Figure 1. Pin placement (run 1).
Scale bar: 20 microns. Pins as bars across the die edge, other pins in gray.
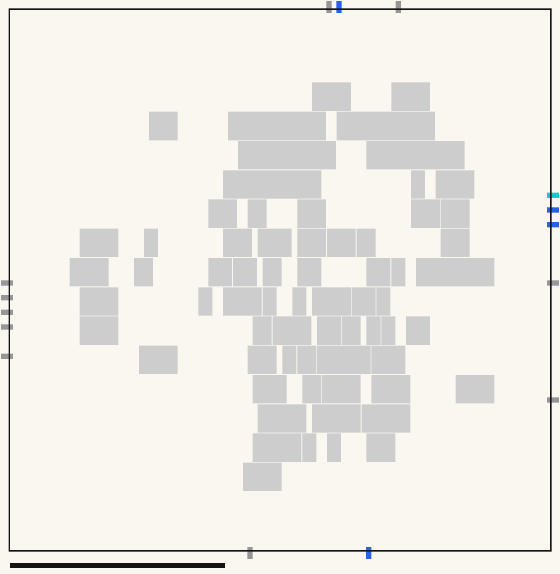
Figure 2. Routed metal, one color a layer (run 1).
Scale bar: 20 microns. Only two layers are drawn.
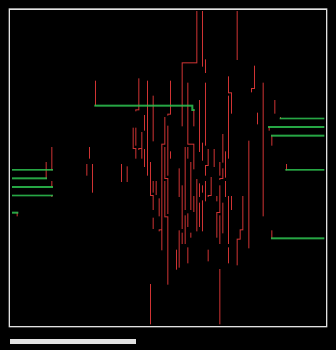
Figure 3. Cell classes on the final placement (run 1).
Scale bar: 20 microns. Fill, decap, tap and diode cells in gray.
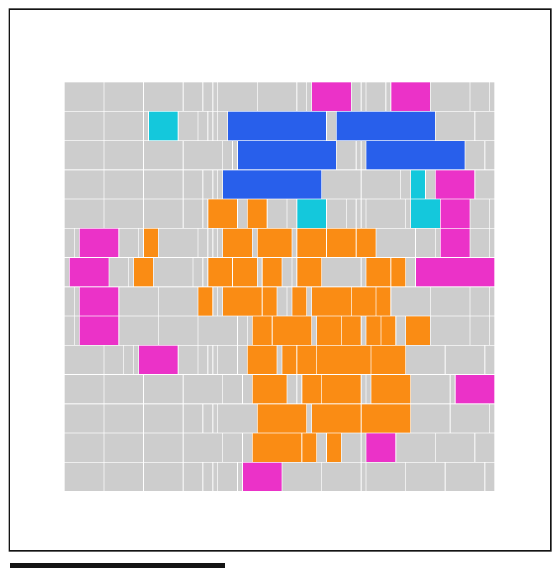
Figure 4. Congestion heat map (run 1).
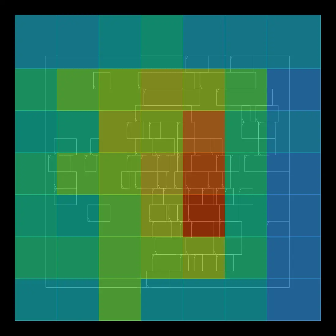
--- config.mk ---
export PLATFORM = sky130hd
export DESIGN_NAME = toggle_counter_flat
export DESIGN_NICKNAME = d
export VERILOG_FILES = /design/src/rtl/toggle_counter_pkg.sv /design/src/rtl/toggle_counter_if.sv /design/src/rtl/toggle_cell.sv /design/src/rtl/toggle_counter.sv /design/src/flat_wrapper.sv
export SDC_FILE = /design/constraint.sdc
export NUM_CORES = 1
export LEC_CHECK = 0
export CORE_MARGIN = 5
export CORE_UTILIZATION = 30
export DETAILED_ROUTE_END_ITERATION = 8
export PLACE_DENSITY = 0.63
export SYNTH_ARGS = -nofsm -noshare
export SYNTH_HDL_FRONTEND = slang
export SYNTH_SLANG_ARGS = --single-unit
--- constraint.sdc ---
create_clock -name clk -period 3.63 [get_ports clk]
set_input_delay 0.726 -clock clk [delete_from_list [all_inputs] [get_ports clk]]
set_output_delay 0.726 -clock clk [all_outputs]
set_load 0.1 [all_outputs]
--- src/rtl/toggle_counter_pkg.sv ---
// Shared defaults and direction constants for the toggle_counter block.
// Optional feature macro honoured elsewhere: TOGGLE_COUNTER_SATURATE_EN.
package toggle_counter_pkg;

   localparam int DEF_WIDTH  = 4;
   localparam int DEF_MODULO = 10;

   localparam logic DIR_UP   = 1'b1;
   localparam logic DIR_DOWN = 1'b0;

   // Terminal-count rule shared by the counter and anyone modelling it.
   function automatic logic term_count(input logic up, input logic is_max, input logic is_zero);
      return (up == DIR_UP) ? is_max : is_zero;
   endfunction

endpackage

--- src/rtl/toggle_counter_if.sv ---
// Control/status bundle of toggle_counter: master drives the controls, slave owns q/tc/co.
interface toggle_counter_if
   import toggle_counter_pkg::*;
#(
   parameter int WIDTH = DEF_WIDTH
);
   logic             en;
   logic             up;
   logic             load;
   logic [WIDTH-1:0] d;
   logic [WIDTH-1:0] q;
   logic             tc;
   logic             co;

   modport master (output en, output up, output load, output d,
                   input  q,  input  tc, input  co);

   modport slave  (input  en, input  up, input  load, input  d,
                   output q,  output tc, output co);
endinterface

--- src/rtl/toggle_cell.sv ---
// Single T flip-flop holding one counter bit; clears asynchronously on re low.
module toggle_cell (
   input  logic clk,
   input  logic re,
   input  logic t,
   output logic q
);
   logic r_q;

   // Toggle storage with asynchronous active-low clear.
   always_ff @(posedge clk or negedge re) begin
      if (!re) begin
         r_q <= 1'b0;
      end else begin
         r_q <= r_q ^ t;
      end
   end

   assign q = r_q;
endmodule

--- src/rtl/toggle_counter.sv ---
// Modulo-N up/down counter built from toggle cells: next-state/toggle vector, tc, co register.
// Define TOGGLE_COUNTER_SATURATE_EN to saturate at the limits instead of wrapping.
module toggle_counter
   import toggle_counter_pkg::*;
#(
   parameter int WIDTH  = DEF_WIDTH,
   parameter int MODULO = DEF_MODULO
) (
   input  logic          clk,
   input  logic          re,
   toggle_counter_if.slave bus
);
   localparam logic [WIDTH:0]   L_MOD  = (WIDTH+1)'(MODULO);
   localparam logic [WIDTH-1:0] L_MAX  = WIDTH'(MODULO - 1);
   localparam logic [WIDTH-1:0] L_ZERO = '0;
   localparam logic [WIDTH-1:0] L_ONE  = WIDTH'(1);

   logic [WIDTH-1:0] w_q;
   logic [WIDTH-1:0] w_next;
   logic [WIDTH-1:0] w_t;
   logic             w_tc;
   logic             w_illegal;
   logic             r_co;

   assign w_illegal = ({1'b0, w_q} >= L_MOD);
   assign w_tc      = term_count(bus.up, (w_q == L_MAX), (w_q == L_ZERO));

   // Next count: load beats count beats hold; out-of-range states recover on the next count.
   always_comb begin
      w_next = w_q;
      if (bus.load) begin
         if ({1'b0, bus.d} < L_MOD) begin
            w_next = bus.d;
         end else begin
            w_next = L_ZERO;
         end
      end else if (bus.en) begin
`ifdef TOGGLE_COUNTER_SATURATE_EN
         if (w_illegal) begin
            w_next = L_MAX;
         end else if (bus.up == DIR_UP) begin
            w_next = (w_q == L_MAX) ? L_MAX : (w_q + L_ONE);
         end else begin
            w_next = (w_q == L_ZERO) ? L_ZERO : (w_q - L_ONE);
         end
`else
         if (w_illegal) begin
            w_next = L_ZERO;
         end else if (bus.up == DIR_UP) begin
            w_next = (w_q == L_MAX) ? L_ZERO : (w_q + L_ONE);
         end else begin
            w_next = (w_q == L_ZERO) ? L_MAX : (w_q - L_ONE);
         end
`endif
      end else begin
         w_next = w_q;
      end
   end

   assign w_t = w_q ^ w_next;

   genvar g_i;
   generate
      for (g_i = 0; g_i < WIDTH; g_i++) begin : g_cell
         toggle_cell u_cell (
            .clk (clk),
            .re  (re),
            .t   (w_t[g_i]),
            .q   (w_q[g_i])
         );
      end
   endgenerate

   // Carry/borrow pulse: registered copy of an enabled count taken at the terminal value.
   always_ff @(posedge clk or negedge re) begin
      if (!re) begin
         r_co <= 1'b0;
      end else begin
         r_co <= bus.en & ~bus.load & w_tc;
      end
   end

   assign bus.q  = w_q;
   assign bus.tc = w_tc;
   assign bus.co = r_co;
endmodule
--- src/flat_wrapper.sv ---
// flat-port wrapper written by rule: the top's interface ports become plain ports
module toggle_counter_flat import toggle_counter_pkg::*;
#(
   parameter int WIDTH  = DEF_WIDTH,
   parameter int MODULO = DEF_MODULO
)
  (clk, re, bus_en, bus_up, bus_load, bus_d, bus_q, bus_tc, bus_co);
  toggle_counter_if #(.WIDTH(WIDTH)) bus_i ();
  input  logic clk;
  input  logic re;
  input wire logic [$bits(bus_i.en)-1:0] bus_en;
  input wire logic [$bits(bus_i.up)-1:0] bus_up;
  input wire logic [$bits(bus_i.load)-1:0] bus_load;
  input wire logic [$bits(bus_i.d)-1:0] bus_d;
  output wire logic [$bits(bus_i.q)-1:0] bus_q;
  output wire logic [$bits(bus_i.tc)-1:0] bus_tc;
  output wire logic [$bits(bus_i.co)-1:0] bus_co;
  assign bus_i.en = bus_en;
  assign bus_i.up = bus_up;
  assign bus_i.load = bus_load;
  assign bus_i.d = bus_d;
  assign bus_q = bus_i.q;
  assign bus_tc = bus_i.tc;
  assign bus_co = bus_i.co;
  toggle_counter #(.WIDTH(WIDTH), .MODULO(MODULO)) u_core (.clk(clk), .re(re), .bus(bus_i));
endmodule
==> ci_impl_report.md, run 1 <==
### Metrics collected by this job

| Metric | Value |
|---|---|
| Status | finished, final reports clean |
| Cells in synth_stat.txt | 56 |
| Mapped Nets | 69 |
| Setup_tns | 0 ns |
| Worst EP arrival | 2.08 ns |
| Worst setup margin | 0.827 ns |
| Chip Area | roughly 2500 sq um |
| WP data required | 2.90 ns |
| Minimum clock period | about 2.8 ns |
| Buf/Inv on CP | 2 |
| First-pass GRT wire length | around 1800 microns |
| EDFF count, synth | 0 |
| Worst vdd ir | 0.000157 V |
| Seq cells post-synth | 5 |
| Rel. slew slack | 0.355 |
| TritonRoute pass-1 iters | 4 |
| Fillcell total | 169 |
| Setup Buffers After CTS | 0 |
| Post-DRT Antenna Nets | 0 |
| PD cells | 424 nW/um^2 |
| Register area share after synthesis | 0.258 |
| Main flop type | dfrtp_1 |
| Area occupied by registers | around 130 sq um |
| TritonCTS clock tree | done |
| Cts hold-fix bufs | 0 |
| Metal2 WL | 454 microns |
| Mux area share | 0 |
| Share of layout cells above drive strength 1 | 0.149 |
| RSZ-0062 raised after global routing | no |
| Clock Skew | between 0.003 and 0.004 ns |
| TritonCTS Buffers | 3 |
| Final Wtd Congestion | between 0.8 and 0.9 |
| Top comb family, area | AND-OR/OR-AND gates |
| Vias in the first global route | 422 |
| Largest net degree at the start of global routing | 12 |
| Detailed-route DRC error count | 0 |
| Clk root buf | clkbuf_4 |
| Final tally of max-slew violations | 0 |
| OpenROAD warnings | 29 |
| Leak | approximately 0.27 nW |
| Top delay family on crit path | buffers and inverters |
| Diode count | 0 |
| DR iter-0 viols | 7 |
| Number of H-tree levels | 1 |
| Least-Margin Pin Slew | just under 1 ns |
| R2r endpoint | u_core.g_cell[3].u_cell.q |
| Reg2reg start | u_core.g_cell[1].u_cell.q |
| Post-synth cell types | 28 |
| Global route overflow | 0 |
| Area fraction in xor and xnor cells | 0 |
| CP max-delay cell | clkdlybuf4s50_1 |
| Clk Latency, worst-skew pair | 0.24 ns |
| Synth async-reset ratio | 1.00 |
About Figure 1:
| port | color | pins | direction | edge |
|---|---|---|---|---|
| bus_q | blue | 4 | output | 2 right, 1 bottom, 1 top |
| bus_co | cyan | 1 | output | right |
all pins by edge: 5 right, 5 left, 3 top, 2 bottom

About Figure 2:
| layer | color | wire length |
|---|---|---|
| met2 | red | 454 microns |
| met3 | green | 78.7 microns |

About Figure 3:
| class | color | cells | share of their area |
|---|---|---|---|
| other buffers and delay cells | magenta | 14 | 24% |
| flip-flops | blue | 5 | 21% |
| clock drivers and dummy loads | cyan | 4 | 4.4% |
| all other logic | orange | 44 | 51% |

About Figure 4:
final core utilization: 0.405
total track usage: 0.0901
met2 usage: 0.126
drt wl/cell: 11.8 microns
routing usage on met1: 0.114

run 1: report_power, final:
part | total [mW] | switching [mW] | internal, mW | leakage, nW
Clock | 0.0623 | 0.0209 | 0.0414 | 0.0150
Combinational | 0.124 | 0.0818 | 0.0425 | 0.191
Sequential | 0.0751 | 0.0133 | 0.0618 | 0.0630
run 1: worst max-delay path by stage:
stage	slack, ns	end	depth (start not counted)	start
after floorplan	0.53	bus_tc	5	bus_up
after global placement	0.85	bus_tc	6	bus_up
after detailed placement	0.84	bus_tc	6	bus_up
after CTS	0.84	bus_tc	6	bus_up
after global routing	0.72	bus_tc	6	bus_up
final	0.83	bus_tc	6	bus_up
run 1: metrics by stage:
stage          utilization  cell area (sq um)  hold slack (ns)  instances  power [mW]
5_1_grt              0.405                617            0.702         83       0.283
3_3_place_gp         0.388                591            0.680         79       0.201
3_5_place_dp         0.388                591            0.670         79       0.201
6_report             0.405                617            0.680         83       0.262
2_1_floorplan            -                485            0.430         56       0.178
4_1_cts              0.405                617            0.685         83       0.267
run 1: layout by cell type (no fill, tap or decap), drive strengths merged, types with 4 or more instances in the layout:
master          n
clkbuf          4
clkdlybuf4s50  10
a22oi           4
inv             4
nand2           4
buf             4
a21oi           4
dfrtp           5
ha              4
run 1: metal layers:
metal,vias to the layer above,track usage
met2,12,0.126
met1,200,0.114
met4,0,0.0393
met3,0,0.0473
met5,-,0
li1,224,-
run 1: layout make-up:
type,instances,area share
Multi-Input combinational cell,40,0.467
Clock buffer,4,0.0426
Inverter,4,0.0243
Sequential cell,5,0.203
Timing Repair Buffer,14,0.231
Tap cell,16,0.0325
run 1: sequential cells by signal, summed over array words and instances, names as in the netlist:
| register | count |
|---|---|
| u_core.g_cell.u_cell.q | 4 |
| u_core.bus.co | 1 |
--- run 2 (diff from run 1) ---
--- a/config.mk
+++ b/config.mk
@@ -8,7 +8,7 @@
 export CORE_MARGIN = 5
 export CORE_UTILIZATION = 30
 export DETAILED_ROUTE_END_ITERATION = 8
-export PLACE_DENSITY = 0.63
+export PLACE_DENSITY = 0.65
 export SYNTH_ARGS = -nofsm -noshare
 export SYNTH_HDL_FRONTEND = slang
 export SYNTH_SLANG_ARGS = --single-unit
==> constraint.sdc (replaced) <==
create_clock -name clk -period 2.55 [get_ports clk]
set_input_delay 0.51 -clock clk [delete_from_list [all_inputs] [get_ports clk]]
set_output_delay 0.51 -clock clk [all_outputs]
set_load 0.1 [all_outputs]
Figure 5. Congestion heat map (run 2).
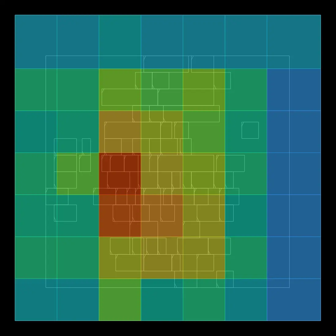
met2 usage: 0.140
total track usage: 0.0882

Figure 6. Routed metal, one color a layer (run 2).
Scale bar: 20 microns. Only two layers are drawn.
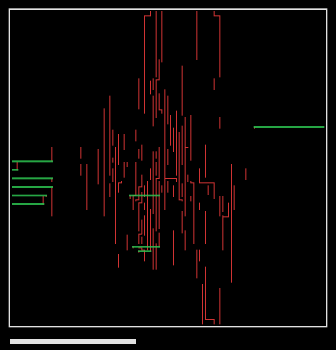
| layer | color | wire length |
|---|---|---|
| met3 | green | 51.0 microns |
| met2 | red | 497 microns |

==> run 2 against run 1 <==
Against the previous run:
- hold slack got worse by 0.19 ns
- die size did not move
- sequential power rose by 42%
- clock power rose by 49%
- combinational power rose by 44%
- first-iteration DRC count rose to 2.7 times the previous value
- worst setup slack got worse by 0.52 ns
- clock skew barely moved
- flip-flop count did not move
- final cell count rose by 1.2%
- critical path depth rose by 1
==> ci_impl_report.md, run 2 <==
### Metrics collected by this job

| Metric | Value |
|---|---|
| Register area share after synthesis | 0.258 |
| Clock Skew | about 0.0034 ns |
| Clk pwr | roughly 0.093 mW |
| Worst EP arrival | about 1.7 ns |
| Minimum clock period | around 2.2 ns |
| Area fraction in xor and xnor cells | 0 |
| Buf/Inv on CP | 2 |
| Most instantiated logic cell after routing | clkdlybuf4s50_1 |
| Top cells excl fill/tap | 8 x clkdlybuf4s50_1, 6 x buf_4, 5 x dfrtp_1 |
| Sw power | 0.170 mW |
| Least-Margin Pin Slew | approximately 0.36 ns |
| Max reg flops | 4 |
| TritonCTS Buffers | 3 |
| First-pass GRT wire length | about 1800 microns |
| Final tally of max-slew violations | 0 |
| RSZ-0062 raised after global routing | no |
| Share of layout cells above drive strength 1 | 0.206 |
| Top comb family, area | AND-OR/OR-AND gates |
| Register share of total power | 0.284 |
| OpenROAD warnings | 29 |
| Mux area share | 0 |
| TritonRoute pass-1 iters | 4 |
| Top delay family on crit path | flip-flops |
| Worst hold margin | between 0.4 and 0.5 ns |
| Top Consumer | combinational logic |
| Rel. slew slack | 0.757 |
| Switch share | 0.451 |
| Count leader, synth | dfrtp_1 |
| TritonCTS clock tree | done |
| Vias | around 450 |
| Post-DRT Antenna Nets | 0 |
| Final Wtd Congestion | 0.741 |
| Worst vdd ir | approximately 0.00022 V |
| Clk root buf | clkbuf_4 |
| DR iter-0 viols | 19 |
| Cells in synth_stat.txt | 56 |
| Post-synth cell types | 28 |
| Largest net degree at the start of global routing | 12 |
| Internal cell power | just over 0.2 mW |
| Mapped Nets | ~69 |
| Setup Buffers After CTS | 0 |
| Clk network pwr share | 0.245 |
| Detailed-route DRC error count | 0 |
| Final core utilization | 0.408 |
| Setup_tns | 0 ns |
| Hold violation count in the final report | 0 |
| Diode count | 0 |
| WP data required | 2.04 ns |
| Combinational Power Share | 0.471 |
| Vias in the first global route | ~420 |
| EDFF count, synth | 0 |
| Power Sequential | between 0.1 and 0.15 mW |
| Global route overflow | 0 |
| Number of H-tree levels | 1 |
| Leak | roughly 0.28 nW |
| Drt wl/cell | between 10 and 15 microns |
| Status | finished, final reports clean |
| PD cells | about 600 nW/um^2 |
| Seq cells post-synth | 5 |
| Chip Area | around 2500 sq um |
| Logic power comb | between 0.15 and 0.2 mW |
| Worst setup margin | about 0.3 ns |
| Main flop type | dfrtp_1 |
==> run 2: final timing paths <==
kind / from / end / slack (ns) / cells after the start
setup reg to reg: u_core.g_cell[0].u_cell.q / u_core.g_cell[3].u_cell.q / 0.67 / 6
hold reg to reg: u_core.g_cell[2].u_cell.q / u_core.bus.co / 0.70 / 1
hold / removal: re / u_core.g_cell[0].u_cell.q / 0.49 / 1
max in group asynchronous: re / u_core.g_cell[3].u_cell.q / 1.87 / 1
min in group clk: u_core.g_cell[2].u_cell.q / u_core.bus.co / 0.70 / 1
setup / recovery: u_core.g_cell[1].u_cell.q / bus_tc / 0.31 / 7
==> run 2: metrics by stage <==
step           std cells  cell area (sq um)
5_1_grt               84                622
6_report              84                622
4_1_cts               84                622
2_1_floorplan         56                488
3_5_place_dp          80                596
3_3_place_gp          80                596
==> run 2: layout make-up <==
class / instances / area, sq um
clock buffer: 4 / 26.3
fill: 148 / 902
inverter: 4 / 15.0
multi-input combinational: 40 / 290
sequential: 5 / 125
tap: 16 / 20.0
timing repair buffer: 15 / 145
==> run 2: logic make-up after synthesis <==
logic type,Yosys count
and+or+nand+nor,17
adders and majority gates,4
AOI/OAI and AO/OA,19
DFF,5
buffers and inverters,11
==> run 2: worst register-to-register path, delay by kind of cell (launching register included) <==
family | cells | cell delay, ns
AOI/OAI and AO/OA | 4 | 1.00
DFF | 1 | 0.48
adders and majority gates | 1 | 0.21
buffers and inverters | 1 | 0.12
==> run 2: routing by layer <==
metal,part of all wire,vias to the layer above,GRT usage
met5,0,-,0
met1,0.46,211,0.107
met3,0.049,0,0.0118
met2,0.49,13,0.140
met4,0,0,0.0655
li1,-,227,-
--- run 3 (diff from run 2) ---
--- a/config.mk
+++ b/config.mk
@@ -7,6 +7,7 @@
 export LEC_CHECK = 0
 export CORE_MARGIN = 5
 export CORE_UTILIZATION = 30
+export CTS_CLUSTER_DIAMETER = 40
 export DETAILED_ROUTE_END_ITERATION = 8
 export PLACE_DENSITY = 0.65
 export SYNTH_ARGS = -nofsm -noshare
Figure 7. Congestion heat map (run 3).
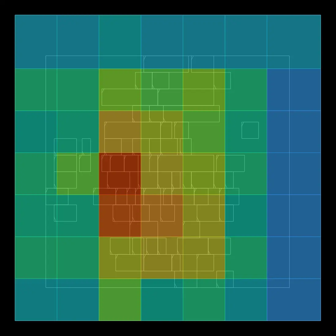
final core utilization: 0.408
drt wl/cell: 12.1 microns
met3 usage: 0.0118
gr busiest metal: met2

Figure 8. Placement density heat map (run 3).
The die is cut into 10 by 10 equal tiles; black is low, pale yellow is high, 0 to 100% covered.
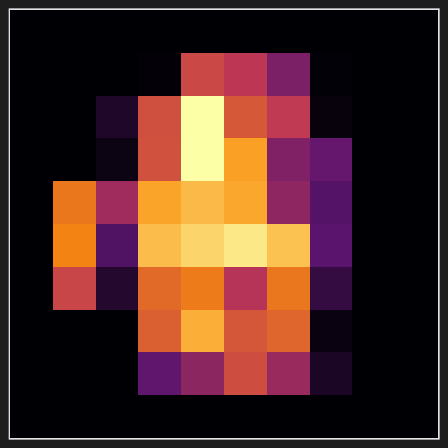
nearly empty tiles: 54%
mean over tiles: 24%
densest ninth of the die: middle
emptiest ninth of the die: top left

==> run 3 against run 2 <==
Against the previous run:
- clock power about the same
- sequential share of layout area unchanged
- synthesized cell count unchanged
- first-iteration DRC count unchanged
- synthesized area unchanged
- sequential power about the same
- global-route usage unchanged
- critical path type unchanged
- largest cell class unchanged
- largest power group unchanged
==> ci_impl_report.md, run 3 <==
### Metrics collected by this job

| Metric | Value |
|---|---|
| TritonCTS Buffers | 3 |
| Clock Skew | approximately 0.0034 ns |
| RSZ-0062 raised after global routing | no |
| Flop-to-flop setup slack | 0.67 ns |
| OpenROAD warnings | 29 |
| Final tally of max-slew violations | 0 |
| Register share of total power | 0.284 |
| Post-DRT Antenna Nets | 0 |
| Switch share | 0.451 |
| Placed cell area | 596 sq um |
| Most instantiated logic cell after routing | clkdlybuf4s50_1 |
| Leak | 0.277 nW |
| Vias in the first global route | around 420 |
| Internal cell power | about 0.21 mW |
| Total track usage | 0.0882 |
| Top delay family on crit path | flip-flops |
| Comb gate area | 290 sq um |
| Clk root buf | clkbuf_4 |
| Fillcell total | between 100 and 150 |
| Cells in synth_stat.txt | 56 |
| Main flop type | dfrtp_1 |
| Least-Margin Pin Slew | 0.364 ns |
| DR iter-0 viols | 19 |
| Top Consumer | combinational logic |
| Worst EP arrival | between 1.5 and 2 ns |
| Worst vdd ir | between 0.0002 and 0.00025 V |
| Setup_tns | 0 ns |
| Combinational Power Share | 0.471 |
| Detailed-route DRC error count | 0 |
| Synth async-reset ratio | 1.00 |
| Minimum clock period | around 2.2 ns |
| Share of layout cells above drive strength 1 | 0.206 |
| Buf/Inv on CP | 2 |
| Reg2reg start | u_core.g_cell[0].u_cell.q |
| Status | finished, final reports clean |
| Logic power comb | around 0.18 mW |
| R2r endpoint | u_core.g_cell[3].u_cell.q |
| Final std cells w/o fill | approximately 84 |
| Clk Latency, worst-skew pair | 0.24 ns |
| Vias | around 450 |
| Dpl cells | around 80 |
[run 3: cell counts after synthesis]
No cell type changed its count.
[run 3: cell type report]
| cell class | count | share of cell area |
|---|---|---|
| flip-flops and latches | 5 | 0.201 |
| inverters | 4 | 0.0241 |
| multi-input cells | 40 | 0.467 |
| repair buffers | 15 | 0.233 |
| clock buffers | 4 | 0.0423 |
| well taps | 16 | 0.0322 |
[run 3: cell families (layout without fill, tap and decap cells)]
kind of cell,Yosys count,in the layout,share of synthesized area
and+or+nand+nor,17,17,0.204
adders and majority gates,4,4,0.103
buffers and inverters,11,23,0.149
AOI/OAI and AO/OA,19,19,0.286
DFF,5,5,0.258
[run 3: worst max-delay path by stage]
| stage | startpoint | to | cells past startpoint |
|---|---|---|---|
| 2_1_floorplan | u_core.g_cell[1].u_cell.q | bus_tc | 6 |
| 3_3_place_gp | bus_up | bus_tc | 6 |
| 3_5_place_dp | bus_up | bus_tc | 6 |
| 4_1_cts | u_core.g_cell[1].u_cell.q | bus_tc | 7 |
| 5_1_grt | u_core.g_cell[1].u_cell.q | bus_tc | 7 |
| 6_report | u_core.g_cell[1].u_cell.q | bus_tc | 7 |
[run 3: layer usage]
layer  part of all wire  vias to the layer above  routed length, microns  track usage
met4                  0                        0                       0       0.0655
met3              0.049                        0                      50       0.0118
met1               0.46                      211                     468        0.107
met2               0.49                       13                     496        0.140
met5                  0                        -                       0            0
li1                   -                      227                       -            -
[run 3: metrics by stage]
step	power, mW	hold slack [ns]
after detailed placement	0.287	0.684
after global placement	0.287	0.697
after floorplan	0.254	0.214
after global routing	0.399	0.513
final	0.378	0.488
after CTS	0.382	0.484
Power and IR drop assume default switching activity.
